==> src/rtl/cbus_arbiter_if.sv <==
// cbus request/response types and the bundled per-master/bridge-side bus seen by cbus_arbiter.
// slave modport is the arbiter's view, master modport is the surrounding system's view.
package cbus_pkg;

  typedef logic [3:0] mlen_t;
  typedef logic [2:0] msize_t;

  localparam mlen_t MLEN1  = 4'd0;
  localparam mlen_t MLEN2  = 4'd1;
  localparam mlen_t MLEN4  = 4'd3;
  localparam mlen_t MLEN8  = 4'd7;
  localparam mlen_t MLEN16 = 4'd15;

  typedef struct packed {
    logic        valid;
    logic        is_write;
    msize_t      size;
    logic [31:0] addr;
    logic [3:0]  strobe;
    logic [31:0] data;
    mlen_t       len;
  } cbus_req_t;

  typedef struct packed {
    logic        ready;
    logic        last;
    logic [31:0] data;
  } cbus_resp_t;

endpackage

interface cbus_arbiter_if #(
  parameter int unsigned NUM_PORTS = 2
);
  import cbus_pkg::*;

  cbus_req_t  [NUM_PORTS-1:0] ireqs;
  cbus_resp_t [NUM_PORTS-1:0] oresps;
  cbus_req_t                  oreq;
  cbus_resp_t                 iresp;

  modport slave  (input ireqs, iresp, output oresps, oreq);
  modport master (output ireqs, iresp, input oresps, oreq);

endinterface

==> src/rtl/cbus_arbiter.sv <==
// N-to-1 burst-locked cbus arbiter: one master owns the bridge from grant until the last beat.
// Round-robin by default; define CBUS_ARB_FIXED_PRIORITY_EN for lowest-index-wins priority.
module cbus_arbiter
  import cbus_pkg::*;
#(
  parameter int unsigned NUM_PORTS = 2
) (
  input  logic          clk,
  input  logic          reset,
  cbus_arbiter_if.slave bus,
  output logic          busy,
  output logic          proto_err
);

  localparam int unsigned IdxW = $clog2(NUM_PORTS);

  typedef enum logic [0:0] {StIdle, StBusy} state_e;

  state_e          state_q;
  logic [IdxW-1:0] grant_q;
  logic [3:0]      cnt_q;
`ifndef CBUS_ARB_FIXED_PRIORITY_EN
  logic [IdxW-1:0] rr_q;
`endif

  logic [IdxW-1:0] winner;
  logic            any_valid;
  int unsigned     idx;

  // First valid index, scanning upward from the priority start and wrapping.
  always_comb begin
    winner    = '0;
    any_valid = 1'b0;
    idx       = 0;
    for (int unsigned k = 0; k < NUM_PORTS; k++) begin
`ifdef CBUS_ARB_FIXED_PRIORITY_EN
      idx = k;
`else
      idx = (32'(rr_q) + k) % NUM_PORTS;
`endif
      if (!any_valid && bus.ireqs[IdxW'(idx)].valid) begin
        winner    = IdxW'(idx);
        any_valid = 1'b1;
      end
    end
  end

  always_ff @(posedge clk) begin
    if (reset) begin
      state_q <= StIdle;
      grant_q <= '0;
      cnt_q   <= '0;
`ifndef CBUS_ARB_FIXED_PRIORITY_EN
      rr_q    <= '0;
`endif
    end else begin
      unique case (state_q)
        StIdle: begin
          if (any_valid) begin
            grant_q <= winner;
            cnt_q   <= '0;
            state_q <= StBusy;
          end
        end
        StBusy: begin
          // The bridge owns burst termination; a miscounted last still ends the burst.
          if (bus.iresp.ready) begin
            if (bus.iresp.last) begin
              state_q <= StIdle;
              cnt_q   <= '0;
`ifndef CBUS_ARB_FIXED_PRIORITY_EN
              rr_q    <= (grant_q == IdxW'(NUM_PORTS - 1)) ? '0 : grant_q + 1'b1;
`endif
            end else begin
              cnt_q <= cnt_q + 4'd1;
            end
          end
        end
        default: state_q <= StIdle;
      endcase
    end
  end

  assign busy      = (state_q == StBusy);
  assign proto_err = busy && bus.iresp.ready && bus.iresp.last &&
                     (cnt_q != bus.ireqs[grant_q].len);

  // oreq depends only on state and the granted request, never on iresp.
  always_comb begin
    bus.oreq   = '0;
    bus.oresps = '0;
    if (state_q == StBusy) begin
      bus.oreq            = bus.ireqs[grant_q];
      bus.oresps[grant_q] = bus.iresp;
    end
  end

endmodule

==> src/flat_wrapper.sv <==
// flat-port wrapper written by rule: the top's interface ports become plain ports
module cbus_arbiter_flat import cbus_pkg::*;
#(
  parameter int unsigned NUM_PORTS = 2
)
  (clk, reset, busy, proto_err, bus_ireqs, bus_iresp, bus_oresps, bus_oreq);
  cbus_arbiter_if #(.NUM_PORTS(NUM_PORTS)) bus_i ();
  input  logic clk;
  input  logic reset;
  output logic busy;
  output logic proto_err;
  input wire logic [$bits(bus_i.ireqs)-1:0] bus_ireqs;
  input wire logic [$bits(bus_i.iresp)-1:0] bus_iresp;
  output wire logic [$bits(bus_i.oresps)-1:0] bus_oresps;
  output wire logic [$bits(bus_i.oreq)-1:0] bus_oreq;
  assign bus_i.ireqs = bus_ireqs;
  assign bus_i.iresp = bus_iresp;
  assign bus_oresps = bus_i.oresps;
  assign bus_oreq = bus_i.oreq;
  cbus_arbiter #(.NUM_PORTS(NUM_PORTS)) u_core (.clk(clk), .reset(reset), .bus(bus_i), .busy(busy), .proto_err(proto_err));
endmodule
==> config.mk <==
export PLATFORM = sky130hd
export DESIGN_NAME = cbus_arbiter_flat
export DESIGN_NICKNAME = d
export VERILOG_FILES = /design/src/rtl/cbus_arbiter_if.sv /design/src/rtl/cbus_arbiter.sv /design/src/flat_wrapper.sv
export SDC_FILE = /design/constraint.sdc
export NUM_CORES = 1
export LEC_CHECK = 0
export CELL_PAD_IN_SITES_DETAIL_PLACEMENT = 0
export CELL_PAD_IN_SITES_GLOBAL_PLACEMENT = 1
export CORE_MARGIN = 3
export CORE_UTILIZATION = 12
export CTS_CLUSTER_DIAMETER = 40
export DETAILED_ROUTE_END_ITERATION = 10
export MAX_ROUTING_LAYER = met4
export PLACE_DENSITY_LB_ADDON = 0.1
export SLEW_MARGIN = 20
export SYNTH_ARGS = -nofsm -noshare
export SYNTH_HDL_FRONTEND = slang
export SYNTH_SLANG_ARGS = --single-unit
==> constraint.sdc <==
create_clock -name clk -period 1.7 [get_ports clk]
set_input_delay 0.17 -clock clk [delete_from_list [all_inputs] [get_ports clk]]
set_output_delay 0.17 -clock clk [all_outputs]
set_load 0.02 [all_outputs]
==> qor.yml, run 1 <==
logic_synthesis:
  netlist-cell-type-count: 30
  edf_count: 0
  yosysCellCount: 291
  synth.largest_area_cell: "sky130_fd_sc_hd__mux2i_1"
  synth.top_cells.by_count: "sky130_fd_sc_hd__nor2_1, sky130_fd_sc_hd__mux2i_1, sky130_fd_sc_hd__and3_1"
  async_sr_flop_fraction_pct: 0
  synth-xor-area-share_pct: 2.203
  area_fraction_in_full_adders_half_adders_and_majority_gates_pct: 0.6293
  synth_compound_gate_area_share_pct: 4.342
  main_logic_family_after_synthesis: "simple AND/OR/NAND/NOR gates"
  yosys_warnings: 0
  synth_top_area_share_pct: 37.76
  synth_chip_area_sq_um: 1988
  dominantRegCellSynth: "sky130_fd_sc_hd__dfxtp_1"
  post_synth_inst_count: 291
  register_area_share_after_synthesis_pct: 7.048
  ys_sh_simple_pct: 39.52
  postSynthNetCount: 482
  topCellsByArea: "sky130_fd_sc_hd__mux2i_1, sky130_fd_sc_hd__nor2_1, sky130_fd_sc_hd__and3_1, sky130_fd_sc_hd__and2_1, sky130_fd_sc_hd__dfxtp_1"
  netlist_area_sq_um: 1988
  synth_flops: 7
  mux_share_of_post_synthesis_cell_area_pct: 39.14
  syn_avg_cell_area_sq_um: 6.832
cells_and_area:
  inverters: 3
  seqCellArea_sq_um: 143.9
  n_fill_cell: 1681
  largest-register: "u_core.cnt_q"
  nonClkBufAreaFrac_pct: 60.25
  final_cells: 858
  layout.comb_gates.multi_input: 253
  comb-cell-share_pct: 30.76
  clk_tree_area_share_pct: 1.405
  layout-area-overhead-vs-synth_pct: 182.1
  drive_gt1_share_pct: 27.73
  design.seq.count: 7
  finalNetCount: 834
  logic_area_sq_um: 1725
  layout.cell_area.non_filler_sq_um: 5609
  layout.non_clock_buffers: 375
  layout.cells.most_common: "sky130_fd_sc_hd__clkdlybuf4s50_1"
  seq_share_pct: 2.565
  largest_register_ff_count: 4
  clock_buffer_count: 4
  n_antenna_cell: 0
  largestClassByArea: "buffers"
setup_path:
  cp_data_arrival_time_ps: 1590
  cp.required_ps: 1530
  end_kind: "output pin"
  reg2reg_setup_slack_ps: 160
  crit_family: "flip-flops"
  cp_max_fo: 7
  crit_type: "reg2out"
  max_stage_delay_ps: 420
  critPathBufInv: 1
  timing.critical_path.cells: "mux2i_2 > xnor2_1 > o41a_1 > buf_2"
  worst_path_max_delay_cell: "sky130_fd_sc_hd__dfxtp_4"
  worstSetupStartpointType: "flop"
clocking:
  clock-root-buffer: "sky130_fd_sc_hd__clkbuf_16"
  tritoncts: "yes"
  clkLatencyLatePin_ps: 230
  clock_path_buffers: 2
  post_cts_clock_slew_at_the_launch_and_capture_registers_of_the_worst_setup_and_hold_paths_ps: 40
  clock-sinks: 7
  cts_hold_buf: 0
  cts_inserted_buffers: 3
  post_cts_setup_buffer_count: 0
placement:
  gp_congestion: 0.7623
  io_buffer_count: 336
  dpl.cell_count: 842
  post_dp_cell_area_sq_um: 5788
  detailedPlacementHpwl_mm: 11.37
  dpl_worst_slack_ps: -344.4
route:
  initialDrtViolationCount: 62
  drc_errors: 0
  route.detailed.vias_per_inst: 3.985
  drt_pass1_iterations: 4
  ant_nets: 0
final_timing:
  unrepaired_setup_endpoints_after_global_routing: "true"
  fin_tns_setup_ps: -59.16
  report.final.hold_viol_count: 0
  fin_crit_sh_pct: 103.5
  tightestPinTransition_ps: 362.9
  max_freq_mhz: 568.5
  worst_clock_skew_ps: 1.622
  minimum_setup_slack_in_the_final_design_ps: -59.16
  hold_ws_ps: 500.0
  finalSetupViolCount: 1
  maxSlewViolCount: 0
  slew-limit-headroom_pct: 75.81
  period_minus_slack_ps: 1759
floorplan:
  rows: 46
  die_y_um: 134.7
  initial_cell_density_of_the_core_pct: 12.38
  design.die.area_sq_um: 18150
  design.core.area_sq_um: 16060
  top_level_ports: 337
  die.size.x_um: 134.7
  num_tap_cells: 216
grt:
  number_of_antenna_violations_at_the_first_check_in_global_routing: 0
  grt_remaining_overflow: 0
  first_global_vias: 3459
  maximum_number_of_pins_on_one_net_before_global_route_repair: 46
  grt_pass1_wl_mm: 19.38
job:
  maxCapViolations: 0
  warnings: 28
outcome:
  failed_checks: "negative setup slack"
  result_of_the_run: "finished, violations left"
power:
  post-layout-total-power_w: 0.002150
  power_density_nw_per_um2: 383.2
  p_leak_nw: 2.588
  peakVddDrop_uv: 220.2
worst_hold_path:
  hold_path_class: "reg2reg"
## run 1: final timing paths
kind / start / to / cells after the start
setup reg to reg: u_core.busy / u_core.cnt_q[3] / 5
hold / removal: u_core.rr_q / u_core.rr_q / 2
setup / recovery: u_core.grant_q / proto_err / 4
hold reg to reg: u_core.rr_q / u_core.rr_q / 2
## run 1: power breakdown
group	leakage, nW	switching, W	internal [W]
sequential	0.0578	0.00000872	0.000170
clock	0.0382	0.0000901	0.000312
combinational	2.49	0.000712	0.000856
total	2.59	0.000811	0.00134
## run 1: layer usage
| metal | up-vias | track usage (%) | part of all wire [%] |
|---|---|---|---|
| met5 | - | - | 0 |
| met4 | 0 | 1.527 | 0.58 |
| met3 | 4 | 3.130 | 9.1 |
| met2 | 200 | 29.13 | 58 |
| met1 | 1518 | 13.01 | 32 |
| li1 | 1697 | - | - |
### Routed metal per tile, run 1

27 x 27 tiles, from white (low) to dark blue (high), scaled to the fullest tile. Values are wire area over tile area, all layers added.
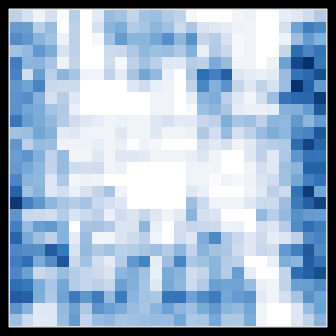
emptiest ninth of the die: center
tiles over half the peak: 22%
fullest tile: 0.40
nearly empty tiles: 12%
DRT Wirelength: 14.01 mm
Total Routing Usage GR: 13.90%
detailed-route wire length per cell: 16.33 um

### Signal wires on met1, run 1

Bar = 50 um.
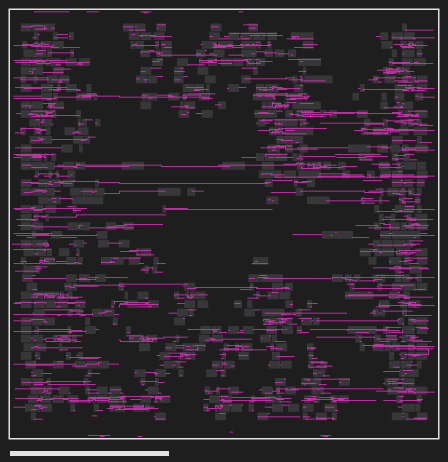
main direction: horizontal
share of all routed wire: 32%
nets with wire on the layer: 687
vias: 3419
global routing usage on met1: 13.01%

### Metal layers overlaid, run 1

Bar = 50 um. Two of the layers only.
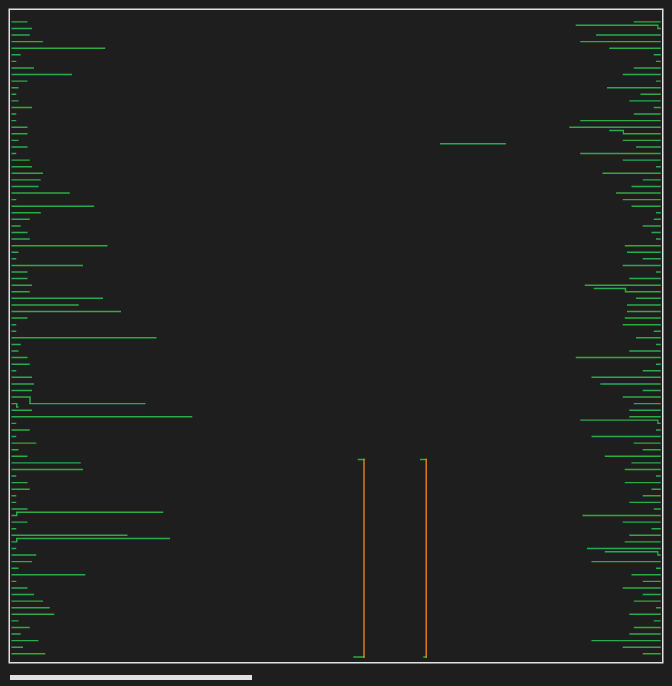
[green] M3 | wire length: 1280 um
[orange] M4 | wire length: 81.6 um

### Track usage over the die, run 1

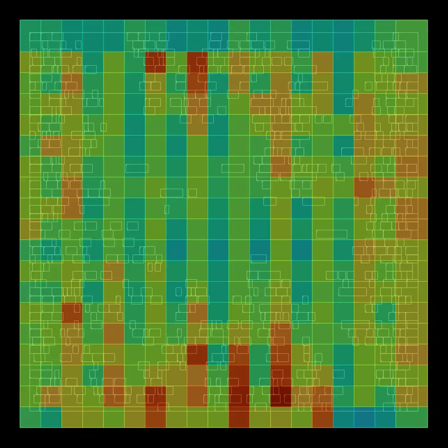
Layout Utilization: 34.93%
met2 Usage GRT: 29.13%
global routing met3 resource utilization: 3.130%

### Zoomed window, run 1

Bar = 5 um. Window x 91 to 111, y 91 to 111 um. Cells in gray, sequential cells in the stronger gray; small squares are vias.
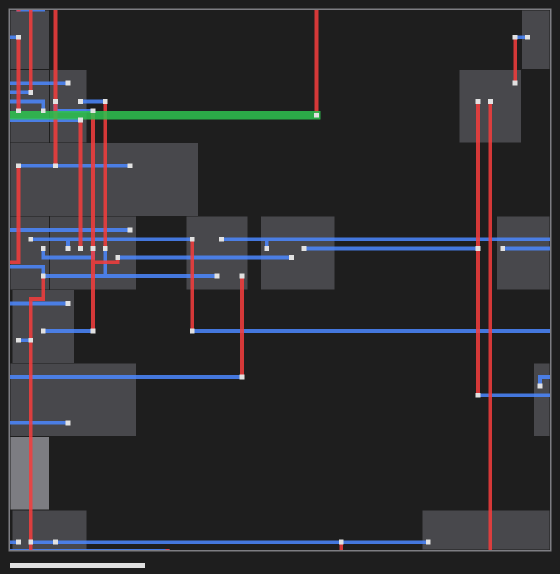

==> run 2, diff against run 1 <==
- CORE_MARGIN: 3 -> 2
### Zoomed window, run 2

Bar = 5 um. Window x 90 to 110, y 90 to 110 um. Cells in gray, sequential cells in the stronger gray; small squares are vias.
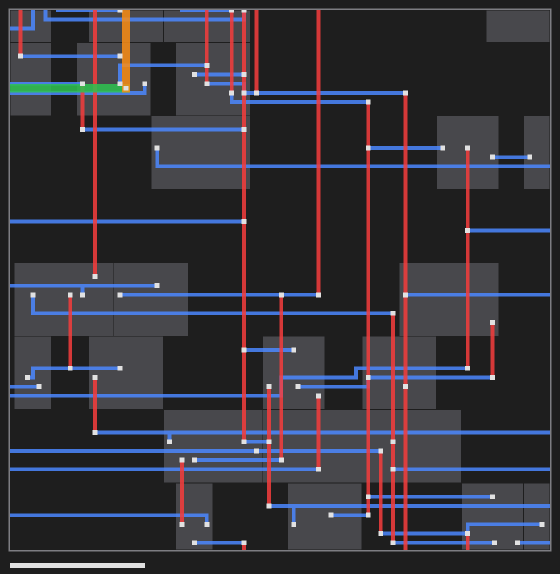
[green] M3
[red] M2
[blue] M1
[orange] M4
cells with their middle in the window: 16
sequential cells in the window: 0
most frequent: buf_4 (4), and3_1 (2), clkdlybuf4s50_1 (2)

==> qor.yml, run 2 <==
outcome:
  result_of_the_run: "finished, violations left"  # unchanged
  failed_checks: "negative setup slack"  # unchanged
logic_synthesis:
  netlist_area_sq_um: 1988  # unchanged
  topCellsByArea: "sky130_fd_sc_hd__mux2i_1, sky130_fd_sc_hd__nor2_1, sky130_fd_sc_hd__and3_1, sky130_fd_sc_hd__and2_1, sky130_fd_sc_hd__dfxtp_1"  # unchanged
  register_area_share_after_synthesis_pct: 7.048  # unchanged
  edf_count: 0  # unchanged
  synth_top_area_share_pct: 37.76  # unchanged
  netlist-cell-type-count: 30  # unchanged
  post_synth_inst_count: 291  # unchanged
  postSynthNetCount: 482  # unchanged
  syn_avg_cell_area_sq_um: 6.832  # unchanged
  yosysCellCount: 291  # unchanged
  synth_flops: 7  # unchanged
  dominantRegCellSynth: "sky130_fd_sc_hd__dfxtp_1"  # unchanged
  async_sr_flop_fraction_pct: 0  # unchanged
  yosys_warnings: 0  # unchanged
setup_path:
  crit_type: "reg2out"  # unchanged
  crit_path_start: "u_core.grant_q"  # unchanged
  max_stage_delay_ps: 430  # was 420 ps
  cp.required_ps: 1530  # about the same
  worst_path_max_delay_cell: "sky130_fd_sc_hd__dfxtp_4"  # unchanged
  cp_max_fo: 8  # was 7
  critPathBufInv: 1  # unchanged
  reg2reg_setup_slack_ps: 210  # was 160 ps
  cp_data_arrival_time_ps: 1600  # was 1590 ps
  r2r_cells: 5  # unchanged
  cp_num_cells: 4  # unchanged
  worstReg2RegEnd: "u_core.cnt_q[3]"  # unchanged
  end_kind: "output pin"  # unchanged
cells_and_area:
  largest-register: "u_core.cnt_q"  # unchanged
  final_cells: 858  # unchanged
  drive_gt1_share_pct: 22.26  # was 27.73%
  layout.comb_gates.multi_input: 253  # unchanged
  fin_util_pct: 34.25  # was 34.93%
  clk_tree_area_share_pct: 1.403  # was 1.405%
  finalNetCount: 830  # was 834
  logic_area_sq_um: 1725  # unchanged
  comb-cell-share_pct: 30.71  # was 30.76%
  seqCellArea_sq_um: 143.9  # unchanged
  largest_register_ff_count: 4  # unchanged
  nonClkBufAreaFrac_pct: 60.23  # was 60.25%
  n_antenna_cell: 0  # unchanged
  design.seq.count: 7  # unchanged
  inverters: 3  # unchanged
  layout-area-overhead-vs-synth_pct: 182.6  # was 182.1%
  largestClassByArea: "buffers"  # unchanged
  seq_share_pct: 2.561  # was 2.565%
grt:
  maximum_number_of_pins_on_one_net_before_global_route_repair: 45  # was 46
  grt_remaining_overflow: 0  # unchanged
  grt.met2_usage_pct: 29.27  # was 29.13%
  use_met1_pct: 12.78  # was 13.01%
  number_of_antenna_violations_at_the_first_check_in_global_routing: 0  # unchanged
  grt_pass1_wl_mm: 19.05  # was 19.38 mm
  gr-max-usage-layer: "met2"  # unchanged
final_timing:
  hold_ws_ps: 498.2  # was 500.0 ps
  report.final.hold_viol_count: 0  # unchanged
  slew-limit-headroom_pct: 78.57  # was 75.81%
  tightestPinTransition_ps: 322.7  # was 362.9 ps
  maxSlewViolCount: 0  # unchanged
  unrepaired_setup_endpoints_after_global_routing: "true"  # unchanged
  fin_tns_setup_ps: -114.0  # was -59.16 ps
  minimum_setup_slack_in_the_final_design_ps: -71.95  # was -59.16 ps
  fin_crit_sh_pct: 104.2  # was 103.5%
  max_freq_mhz: 564.4  # was 568.5 MHz
  finalSetupViolCount: 3  # was 1
placement:
  dpl_worst_slack_ps: -318.6  # was -344.4 ps
  io_buffer_count: 336  # unchanged
  dpl.cell_count: 847  # was 842
floorplan:
  design.die.area_sq_um: 17610  # was 18150 sq um
  die_y_um: 132.7  # was 134.7 um
  die.size.x_um: 132.7  # was 134.7 um
  num_tap_cells: 220  # was 216
  initial_cell_density_of_the_core_pct: 12.12  # was 12.38%
  top_level_ports: 337  # unchanged
  rows: 47  # was 46
clocking:
  cts_hold_buf: 0  # unchanged
  tritoncts: "yes"  # unchanged
  post_cts_setup_buffer_count: 0  # unchanged
  clkLatencyLatePin_ps: 230  # about the same
  clock-sinks: 7  # unchanged
route:
  highest_layer: "met4"  # unchanged
  routed-wl-met2_mm: 7.308  # was 8.118 mm
  drt_pass1_iterations: 4  # unchanged
  route.met3.wl_mm: 1.175  # was 1.276 mm
  drc_errors: 0  # unchanged
  drt-wirelength-per-cell_um: 15.35  # was 16.33 um
  initialDrtViolationCount: 84  # was 62
job:
  maxCapViolations: 0  # unchanged
  warnings: 28  # unchanged
worst_hold_path:
  min_delay_path_depth: 2  # unchanged
  hold_path_class: "reg2reg"  # unchanged
power:
  post-layout-total-power_w: 0.002091  # was 0.002150 W
  p_leak_nw: 2.560  # was 2.588 nW
### Routed metal per tile, run 2

27 x 27 tiles, from white (low) to dark blue (high), scaled to the fullest tile. Values are wire area over tile area, all layers added.
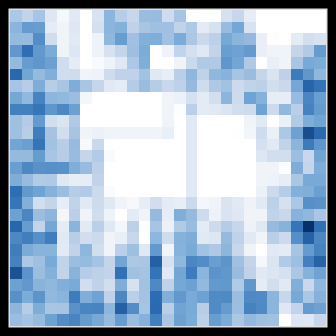
fullest tile: 0.41
tiles over half the peak: 20%
nearly empty tiles: 17%
mean over tiles: 0.12
emptiest ninth of the die: center
DRT Wirelength: 13.17 mm
Total Routing Usage GR: 14.22%

[run 2: cell counts after synthesis]
Identical to the previous run, type by type.
[run 2: tightest hold or removal path, cell delays in order (launching register included)]
cell,delay (ps)
sky130_fd_sc_hd__dfxtp_1,320
sky130_fd_sc_hd__o31ai_1,70
sky130_fd_sc_hd__a21oi_1,60
[run 2: cells by family (layout without fill, tap and decap cells)]
group           Yosys count  in the layout  synth area share, %
compound gates           13             13                4.343
fa+ha+maj                 1              1               0.6292
simple gates            157            157                39.52
buf+inv                  31            378                7.111
flops                     7              7                7.048
mux                      77             77                39.14
xor+xnor                  5              5                2.203
[run 2: where the power goes]
part,leakage (nW),internal [W],switching [W]
registers,0.0578,0.000170,0.00000905
logic,2.46,0.000818,0.000692
clock network,0.0382,0.000312,0.0000893
Power and IR drop assume default switching activity.
